File: src/rtl/datamem_arbiter_if.sv
`default_nettype none
// ============================================================================
// Module   : datamem_arbiter_if
// Brief    : Bundle of the cpu, dma and data-memory signals around the arbiter.
// Revision : 1.0 - initial release
// ============================================================================
interface datamem_arbiter_if #(
  parameter int ADDR_W = 16
);
  logic              cpu_req;
  logic              cpu_we;
  logic [ADDR_W-1:0] cpu_addr;
  logic [7:0]        cpu_wdata;
  logic              cpu_ack;
  logic [7:0]        cpu_rdata;

  logic              dma_req;
  logic              dma_we;
  logic [ADDR_W-1:0] dma_addr;
  logic [7:0]        dma_wdata;
  logic              dma_ack;
  logic [7:0]        dma_rdata;

  logic [ADDR_W-1:0] mem_addr;
  logic [7:0]        mem_din;
  logic              mem_ce;
  logic              mem_we;
  logic [7:0]        mem_dout;

  logic              busy;
  logic              grant_dma;

  // Arbiter side
  modport slave (
    input  cpu_req, cpu_we, cpu_addr, cpu_wdata,
    output cpu_ack, cpu_rdata,
    input  dma_req, dma_we, dma_addr, dma_wdata,
    output dma_ack, dma_rdata,
    output mem_addr, mem_din, mem_ce, mem_we,
    input  mem_dout,
    output busy, grant_dma
  );

  // Requesters plus memory side
  modport master (
    output cpu_req, cpu_we, cpu_addr, cpu_wdata,
    input  cpu_ack, cpu_rdata,
    output dma_req, dma_we, dma_addr, dma_wdata,
    input  dma_ack, dma_rdata,
    input  mem_addr, mem_din, mem_ce, mem_we,
    output mem_dout,
    input  busy, grant_dma
  );
endinterface
`default_nettype wire

File: src/rtl/datamem_arbiter.sv
`default_nettype none
// ============================================================================
// Module   : datamem_arbiter
// Brief    : cpu/dma arbiter and setup-strobe-done sequencer for a 1-port RAM.
// Revision : 1.0 - initial release
// ============================================================================
module datamem_arbiter #(
  parameter int ADDR_W     = 16,
  parameter int FIXED_PRIO = 0
) (
  input  logic               clk,
  input  logic               rst_n,
  datamem_arbiter_if.slave   bus
);

  typedef enum logic [1:0] {
    S_IDLE   = 2'd0,
    S_SETUP  = 2'd1,
    S_STROBE = 2'd2,
    S_DONE   = 2'd3
  } state_t;

  localparam logic c_round_robin = (FIXED_PRIO == 0);

  state_t            r_state, w_state_nxt;
  logic [ADDR_W-1:0] r_addr, w_addr_nxt;
  logic [7:0]        r_din, w_din_nxt;
  logic              r_wr, w_wr_nxt;
  logic              r_grant, w_grant_nxt;
  logic              r_rr_dma, w_rr_nxt;
  logic              r_ce, w_ce_nxt;
  logic              r_we, w_we_nxt;
  logic              r_cpu_ack, w_cpu_ack_nxt;
  logic              r_dma_ack, w_dma_ack_nxt;
  logic [7:0]        r_cpu_rdata, w_cpu_rdata_nxt;
  logic [7:0]        r_dma_rdata, w_dma_rdata_nxt;
  logic              w_pick_dma;

  // r_rr_dma names the port that wins the next tie; it starts on the cpu.
  assign w_pick_dma = bus.dma_req & (~bus.cpu_req | (c_round_robin & r_rr_dma));

  always_comb begin
    w_state_nxt     = r_state;
    w_addr_nxt      = r_addr;
    w_din_nxt       = r_din;
    w_wr_nxt        = r_wr;
    w_grant_nxt     = r_grant;
    w_rr_nxt        = r_rr_dma;
    w_ce_nxt        = 1'b0;
    w_we_nxt        = 1'b0;
    w_cpu_ack_nxt   = 1'b0;
    w_dma_ack_nxt   = 1'b0;
    w_cpu_rdata_nxt = r_cpu_rdata;
    w_dma_rdata_nxt = r_dma_rdata;
    case (r_state)
      S_IDLE: begin
        if (bus.cpu_req | bus.dma_req) begin
          w_state_nxt = S_SETUP;
          w_grant_nxt = w_pick_dma;
          w_rr_nxt    = ~w_pick_dma;
          w_addr_nxt  = w_pick_dma ? bus.dma_addr  : bus.cpu_addr;
          w_din_nxt   = w_pick_dma ? bus.dma_wdata : bus.cpu_wdata;
          w_wr_nxt    = w_pick_dma ? bus.dma_we    : bus.cpu_we;
        end
      end
      S_SETUP: begin
        w_state_nxt = S_STROBE;
        w_ce_nxt    = 1'b1;
        w_we_nxt    = r_wr;
      end
      S_STROBE: begin
        w_state_nxt   = S_DONE;
        w_cpu_ack_nxt = ~r_grant;
        w_dma_ack_nxt = r_grant;
        // Read data is valid while ce is high and is captured as ce falls.
        if (!r_wr) begin
          if (r_grant) w_dma_rdata_nxt = bus.mem_dout;
          else         w_cpu_rdata_nxt = bus.mem_dout;
        end
      end
      S_DONE: begin
        w_state_nxt = S_IDLE;
      end
      default: begin
        w_state_nxt = S_IDLE;
      end
    endcase
  end

  always_ff @(posedge clk or negedge rst_n) begin
    if (!rst_n) begin
      r_state     <= S_IDLE;
      r_addr      <= '0;
      r_din       <= '0;
      r_wr        <= 1'b0;
      r_grant     <= 1'b0;
      r_rr_dma    <= 1'b0;
      r_ce        <= 1'b0;
      r_we        <= 1'b0;
      r_cpu_ack   <= 1'b0;
      r_dma_ack   <= 1'b0;
      r_cpu_rdata <= '0;
      r_dma_rdata <= '0;
    end else begin
      r_state     <= w_state_nxt;
      r_addr      <= w_addr_nxt;
      r_din       <= w_din_nxt;
      r_wr        <= w_wr_nxt;
      r_grant     <= w_grant_nxt;
      r_rr_dma    <= w_rr_nxt;
      r_ce        <= w_ce_nxt;
      r_we        <= w_we_nxt;
      r_cpu_ack   <= w_cpu_ack_nxt;
      r_dma_ack   <= w_dma_ack_nxt;
      r_cpu_rdata <= w_cpu_rdata_nxt;
      r_dma_rdata <= w_dma_rdata_nxt;
    end
  end

  assign bus.mem_addr  = r_addr;
  assign bus.mem_din   = r_din;
  assign bus.mem_ce    = r_ce;
  assign bus.mem_we    = r_we;
  assign bus.cpu_ack   = r_cpu_ack;
  assign bus.dma_ack   = r_dma_ack;
  assign bus.cpu_rdata = r_cpu_rdata;
  assign bus.dma_rdata = r_dma_rdata;
  assign bus.grant_dma = r_grant;
  assign bus.busy      = (r_state != S_IDLE);

endmodule
`default_nettype wire
File: src/flat_wrapper.sv
// flat-port wrapper written by rule: the top's interface ports become plain ports
module datamem_arbiter_flat 
#(
  parameter int ADDR_W     = 16,
  parameter int FIXED_PRIO = 0
)
  (clk, rst_n, bus_cpu_req, bus_cpu_we, bus_cpu_addr, bus_cpu_wdata, bus_cpu_ack, bus_cpu_rdata, bus_dma_req, bus_dma_we, bus_dma_addr, bus_dma_wdata, bus_dma_ack, bus_dma_rdata, bus_mem_addr, bus_mem_din, bus_mem_ce, bus_mem_we, bus_mem_dout, bus_busy, bus_grant_dma);
  datamem_arbiter_if #(.ADDR_W(ADDR_W)) bus_i ();
  input  logic clk;
  input  logic rst_n;
  input wire logic [$bits(bus_i.cpu_req)-1:0] bus_cpu_req;
  input wire logic [$bits(bus_i.cpu_we)-1:0] bus_cpu_we;
  input wire logic [$bits(bus_i.cpu_addr)-1:0] bus_cpu_addr;
  input wire logic [$bits(bus_i.cpu_wdata)-1:0] bus_cpu_wdata;
  output wire logic [$bits(bus_i.cpu_ack)-1:0] bus_cpu_ack;
  output wire logic [$bits(bus_i.cpu_rdata)-1:0] bus_cpu_rdata;
  input wire logic [$bits(bus_i.dma_req)-1:0] bus_dma_req;
  input wire logic [$bits(bus_i.dma_we)-1:0] bus_dma_we;
  input wire logic [$bits(bus_i.dma_addr)-1:0] bus_dma_addr;
  input wire logic [$bits(bus_i.dma_wdata)-1:0] bus_dma_wdata;
  output wire logic [$bits(bus_i.dma_ack)-1:0] bus_dma_ack;
  output wire logic [$bits(bus_i.dma_rdata)-1:0] bus_dma_rdata;
  output wire logic [$bits(bus_i.mem_addr)-1:0] bus_mem_addr;
  output wire logic [$bits(bus_i.mem_din)-1:0] bus_mem_din;
  output wire logic [$bits(bus_i.mem_ce)-1:0] bus_mem_ce;
  output wire logic [$bits(bus_i.mem_we)-1:0] bus_mem_we;
  input wire logic [$bits(bus_i.mem_dout)-1:0] bus_mem_dout;
  output wire logic [$bits(bus_i.busy)-1:0] bus_busy;
  output wire logic [$bits(bus_i.grant_dma)-1:0] bus_grant_dma;
  assign bus_i.cpu_req = bus_cpu_req;
  assign bus_i.cpu_we = bus_cpu_we;
  assign bus_i.cpu_addr = bus_cpu_addr;
  assign bus_i.cpu_wdata = bus_cpu_wdata;
  assign bus_cpu_ack = bus_i.cpu_ack;
  assign bus_cpu_rdata = bus_i.cpu_rdata;
  assign bus_i.dma_req = bus_dma_req;
  assign bus_i.dma_we = bus_dma_we;
  assign bus_i.dma_addr = bus_dma_addr;
  assign bus_i.dma_wdata = bus_dma_wdata;
  assign bus_dma_ack = bus_i.dma_ack;
  assign bus_dma_rdata = bus_i.dma_rdata;
  assign bus_mem_addr = bus_i.mem_addr;
  assign bus_mem_din = bus_i.mem_din;
  assign bus_mem_ce = bus_i.mem_ce;
  assign bus_mem_we = bus_i.mem_we;
  assign bus_i.mem_dout = bus_mem_dout;
  assign bus_busy = bus_i.busy;
  assign bus_grant_dma = bus_i.grant_dma;
  datamem_arbiter #(.ADDR_W(ADDR_W), .FIXED_PRIO(FIXED_PRIO)) u_core (.clk(clk), .rst_n(rst_n), .bus(bus_i));
endmodule
File: config.mk
export PLATFORM = sky130hd
export DESIGN_NAME = datamem_arbiter_flat
export DESIGN_NICKNAME = d
export VERILOG_FILES = /design/src/rtl/datamem_arbiter_if.sv /design/src/rtl/datamem_arbiter.sv /design/src/flat_wrapper.sv
export SDC_FILE = /design/constraint.sdc
export NUM_CORES = 1
export LEC_CHECK = 0
export CAP_MARGIN = 20
export CORE_MARGIN = 2
export CORE_UTILIZATION = 40
export CTS_CLUSTER_SIZE = 25
export DETAILED_ROUTE_END_ITERATION = 10
export GPL_TIMING_DRIVEN = 0
export HOLD_SLACK_MARGIN = 0.03
export PLACE_DENSITY = 0.93
export SETUP_SLACK_MARGIN = 0.15
export SLEW_MARGIN = 20
export SYNTH_ARGS = -nofsm -noshare
export SYNTH_HDL_FRONTEND = slang
export SYNTH_SLANG_ARGS = --single-unit
export TNS_END_PERCENT = 30
File: constraint.sdc
create_clock -name clk -period 3 [get_ports clk]
set_input_delay 0.6 -clock clk [delete_from_list [all_inputs] [get_ports clk]]
set_output_delay 0.6 -clock clk [all_outputs]
set_load 0.02 [all_outputs]
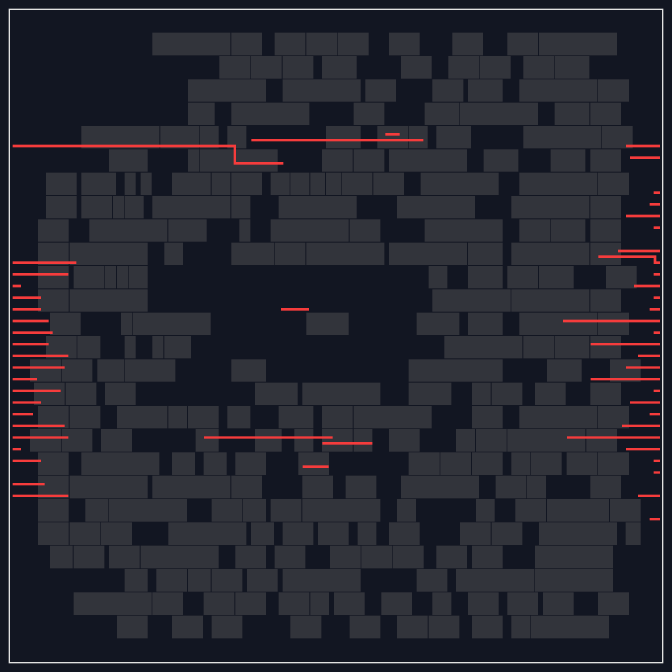
(run_1/layer_met3.png)
Cells faint in the background.
The layer holds 4.7% of the routed length. The layer carries 251 um of wire. The wires run mostly horizontal. 54 nets have wire on it. The longest straight run is 25.8 um.

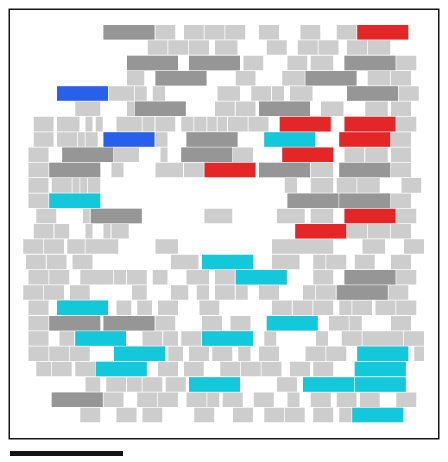
(run_1/flops_by_reg.png)
The bar under the picture is 20 um long.
Cyan shows u_core.bus.mem_addr, sequential cells 16. Red shows u_core.bus.dma_rdata, sequential cells 8. Blue shows u_core.r_state, sequential cells 2.
Another 23 sequential cells are not colored.

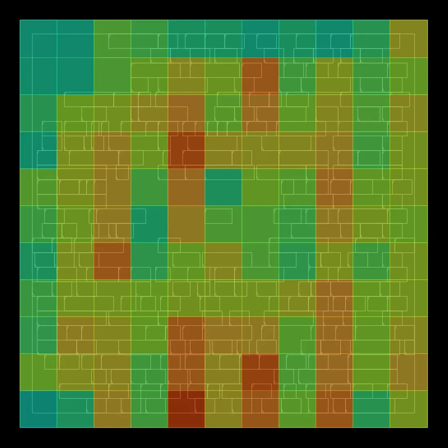
(run_1/congestion.png)
post-route core utilization: 66.65%
met3 routing resource usage after global routing: 4.384%
total track usage: 18.81%
average detailed-routed wire length per instance: 15.86 um
global-route met2 utilization: 34.46%

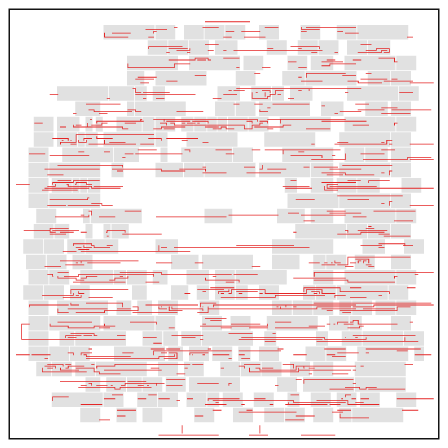
(run_1/layer_met1.png)
Cells faint in the background.
The layer carries 2200 um of wire. 276 nets have wire on it.

==> changes_impl.md, run 1 <==
## Flow update

* Result of the run: finished clean
* Well-tap cell count at about 70
* Average via count per standard cell at about 4.9
* Routed length on met2 at 2826 um
* Grt total ovfl at 0
* Power in sequential cells at 0.00116 W
* Pins Over Slew Limit at 0
* DRC Markers at 0
* Vias in the first global route at 1742
* I/O pins at roughly 110
* Combined buffer and inverter count along the critical path at 3
* CTS root buf: sky130_fd_sc_hd__clkbuf_8
* Filler Cell Count at 381
* Instance area at placement at 3249 um2
* Most common cell in the synthesized netlist: sky130_fd_sc_hd__dfrtp_1
* Clock network contribution to total cell area at under 10%
* Fraction of area in registers at between 30% and 40%
* Reg-to-reg slack, setup at about 1.2 ns
* Synth Instances at roughly 150
* Distinct cells, synth at 19
* Synth area leaders: sky130_fd_sc_hd__dfrtp_1, sky130_fd_sc_hd__a221o_1, sky130_fd_sc_hd__mux2_2, sky130_fd_sc_hd__and2_0, sky130_fd_sc_hd__and2_2
* Power density over the cells at 1043 nW/um2
* Seq. cell area at 1226 um2
* Met3 routed wirelength at 251 um
* Library cell occupying the most area in the post-synthesis netlist: sky130_fd_sc_hd__dfrtp_1
* Switching power of the nets at 0.001251 W
* Clock distribution power at around 0.00046 W
* Global-route wire length before repair at 8680 um
* Number of buffers added to fix hold violations after cts at 0
* Crit. End Element: output pin
* Insertion delay of the later-clocked pin in the worst-skew pair at between 0.2 and 0.3 ns
* Resized Gates After CTS at 0
* Post-layout worst setup margin at 0.6513 ns
* Number of synthesized register bits at 49
* CTS Sinks at 49
* Post-synthesis chip area from yosys at about 2100 um2
* Part of the total power dissipated in the clock network at between 10% and 20%
* Area growth, synth to finish at 61.90%
* Worst Tran Pin Value at between 0.5 and 0.6 ns
* Via count of the routed design at 1636
* Worst Path Max Fanout at 7
* Core outline area at slightly above 5000 um2
* Combinational Power Share at 54.0%
* CP max stage cell: sky130_fd_sc_hd__clkdlybuf4s50_1
* Reg-to-Reg Start: u_core.r_state[0]
* Mean instance size in the synthesized netlist at roughly 14 um2
* Number of cells in Yosys stat at 148
-- run 1: registers in the layout, summed over array words and instances, names as in the netlist, 2 cells and up --
name                  flops
u_core.bus.mem_addr      16
u_core.bus.cpu_rdata      8
u_core.bus.dma_rdata      8
u_core.bus.mem_din        8
u_core.r_state            2
-- run 1: cells by family (layout without fill, tap and decap cells) --
kind of cell / after synthesis / in the layout
AOI/OAI and AO/OA: 31 / 31
adders and majority gates: 4 / 4
muxes: 17 / 17
and+or+nand+nor: 35 / 35
DFF: 49 / 49
buffers and inverters: 12 / 128
==> run_1/layer_met2.png <==
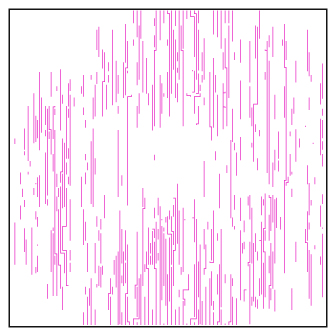

==> inputs of run 2 (changes only) <==
--- a/config.mk
+++ b/config.mk
@@ -7,12 +7,12 @@
 export LEC_CHECK = 0
 export CAP_MARGIN = 20
 export CORE_MARGIN = 2
-export CORE_UTILIZATION = 40
+export CORE_UTILIZATION = 39
 export CTS_CLUSTER_SIZE = 25
 export DETAILED_ROUTE_END_ITERATION = 10
 export GPL_TIMING_DRIVEN = 0
 export HOLD_SLACK_MARGIN = 0.03
-export PLACE_DENSITY = 0.93
+export PLACE_DENSITY = 0.91
 export SETUP_SLACK_MARGIN = 0.15
 export SLEW_MARGIN = 20
 export SYNTH_ARGS = -nofsm -noshare
==> constraint.sdc (replaced) <==
create_clock -name clk -period 2.24 [get_ports clk]
set_input_delay 0.448 -clock clk [delete_from_list [all_inputs] [get_ports clk]]
set_output_delay 0.448 -clock clk [all_outputs]
set_load 0.02 [all_outputs]
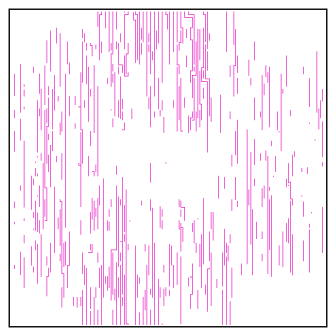
(run_2/layer_met2.png)
The wires run mostly vertical. The longest straight run is 37.4 um. The layer holds 49% of the routed length. 289 nets have wire on it.

==> run 2 against run 1 <==
  * Sequential power is 33% higher
  * Sequential share of layout area up 0.30 points
  * First-iteration DRC count decreased by 20%
  * Final cell count is the same
  * Global-route usage decreased by 1.1 points
  * Clock skew about the same
  * Critical endpoint unchanged
  * Largest cell class unchanged
==> changes_impl.md, run 2 <==
## Flow update

* Global-route met2 utilization at 30.18% (-4.3 points)
* Clock distribution power at 0.000491 W (+7.4%)
* Filler Cell Count at 406 (+6.6%)
* CTS root buf: sky130_fd_sc_hd__clkbuf_8
* Total track usage at 17.72% (-1.1 points)
* Result of the run: finished clean
* Number of synthesized register bits at 49 (unchanged)
* Number of cells in Yosys stat at 148 (unchanged)
* Power in sequential cells at 0.00154 W (+33%)
* Post-layout worst setup margin at 0.3499 ns (-0.3014 ns)
* Switching power of the nets at 0.001646 W (+32%)
* Number of flip-flops under the largest register name at 16 (unchanged)
* Met3 routing resource usage after global routing at 5.176% (+0.79 points)
* Reg-to-Reg Start: u_core.r_state[0]
* Distinct cells, synth at 19 (unchanged)
* Routed length on met2 at 2471 um (-13%)
* Most common cell in the synthesized netlist: sky130_fd_sc_hd__dfrtp_1
* Via count of the routed design at 1620 (-0.98%)
* Combined buffer and inverter count along the critical path at 3 (unchanged)
* Worst Path Max Fanout at 7 (unchanged)
* Reg-to-reg slack, setup at 0.57 ns (-0.66 ns)
* Part of the total power dissipated in the clock network at 10.8% (-2.2 points)
* I/O pins at 108 (unchanged)
* Synth Instances at 148 (unchanged)
* CTS Sinks at 49 (unchanged)
* Library cell occupying the most area in the post-synthesis netlist: sky130_fd_sc_hd__dfrtp_1
* Resized Gates After CTS at 2 (+2)
* Seq. cell area at 1226 um2 (unchanged)
* Power density over the cells at 1363 nW/um2 (+31%)
* Post-synthesis chip area from yosys at 2076 um2 (unchanged)
* Global-route wire length before repair at 8376 um (-3.5%)
run 2: cell counts after synthesis:
Identical to the previous run, type by type.
run 2: final cells by class:
class	count	share of cell area (%)
plain buffers	8	1.877
well taps	70	2.628
flip-flops and latches	49	36.79
repair buffers	108	32.55
clock inverters	2	0.3003
multi-input cells	87	23.24
inverters	4	0.4505
clock buffers	6	2.177
run 2: metrics by stage:
stage	utilization (%)	power (W)	std cells
after global routing	65.26	0.004845	334
after detailed placement	63.62	0.004095	326
after global placement	63.33	0.004020	325
after floorplan	-	0.002935	148
after CTS	65.26	0.004602	334
final	65.26	0.004544	334
Power and IR drop assume default switching activity.
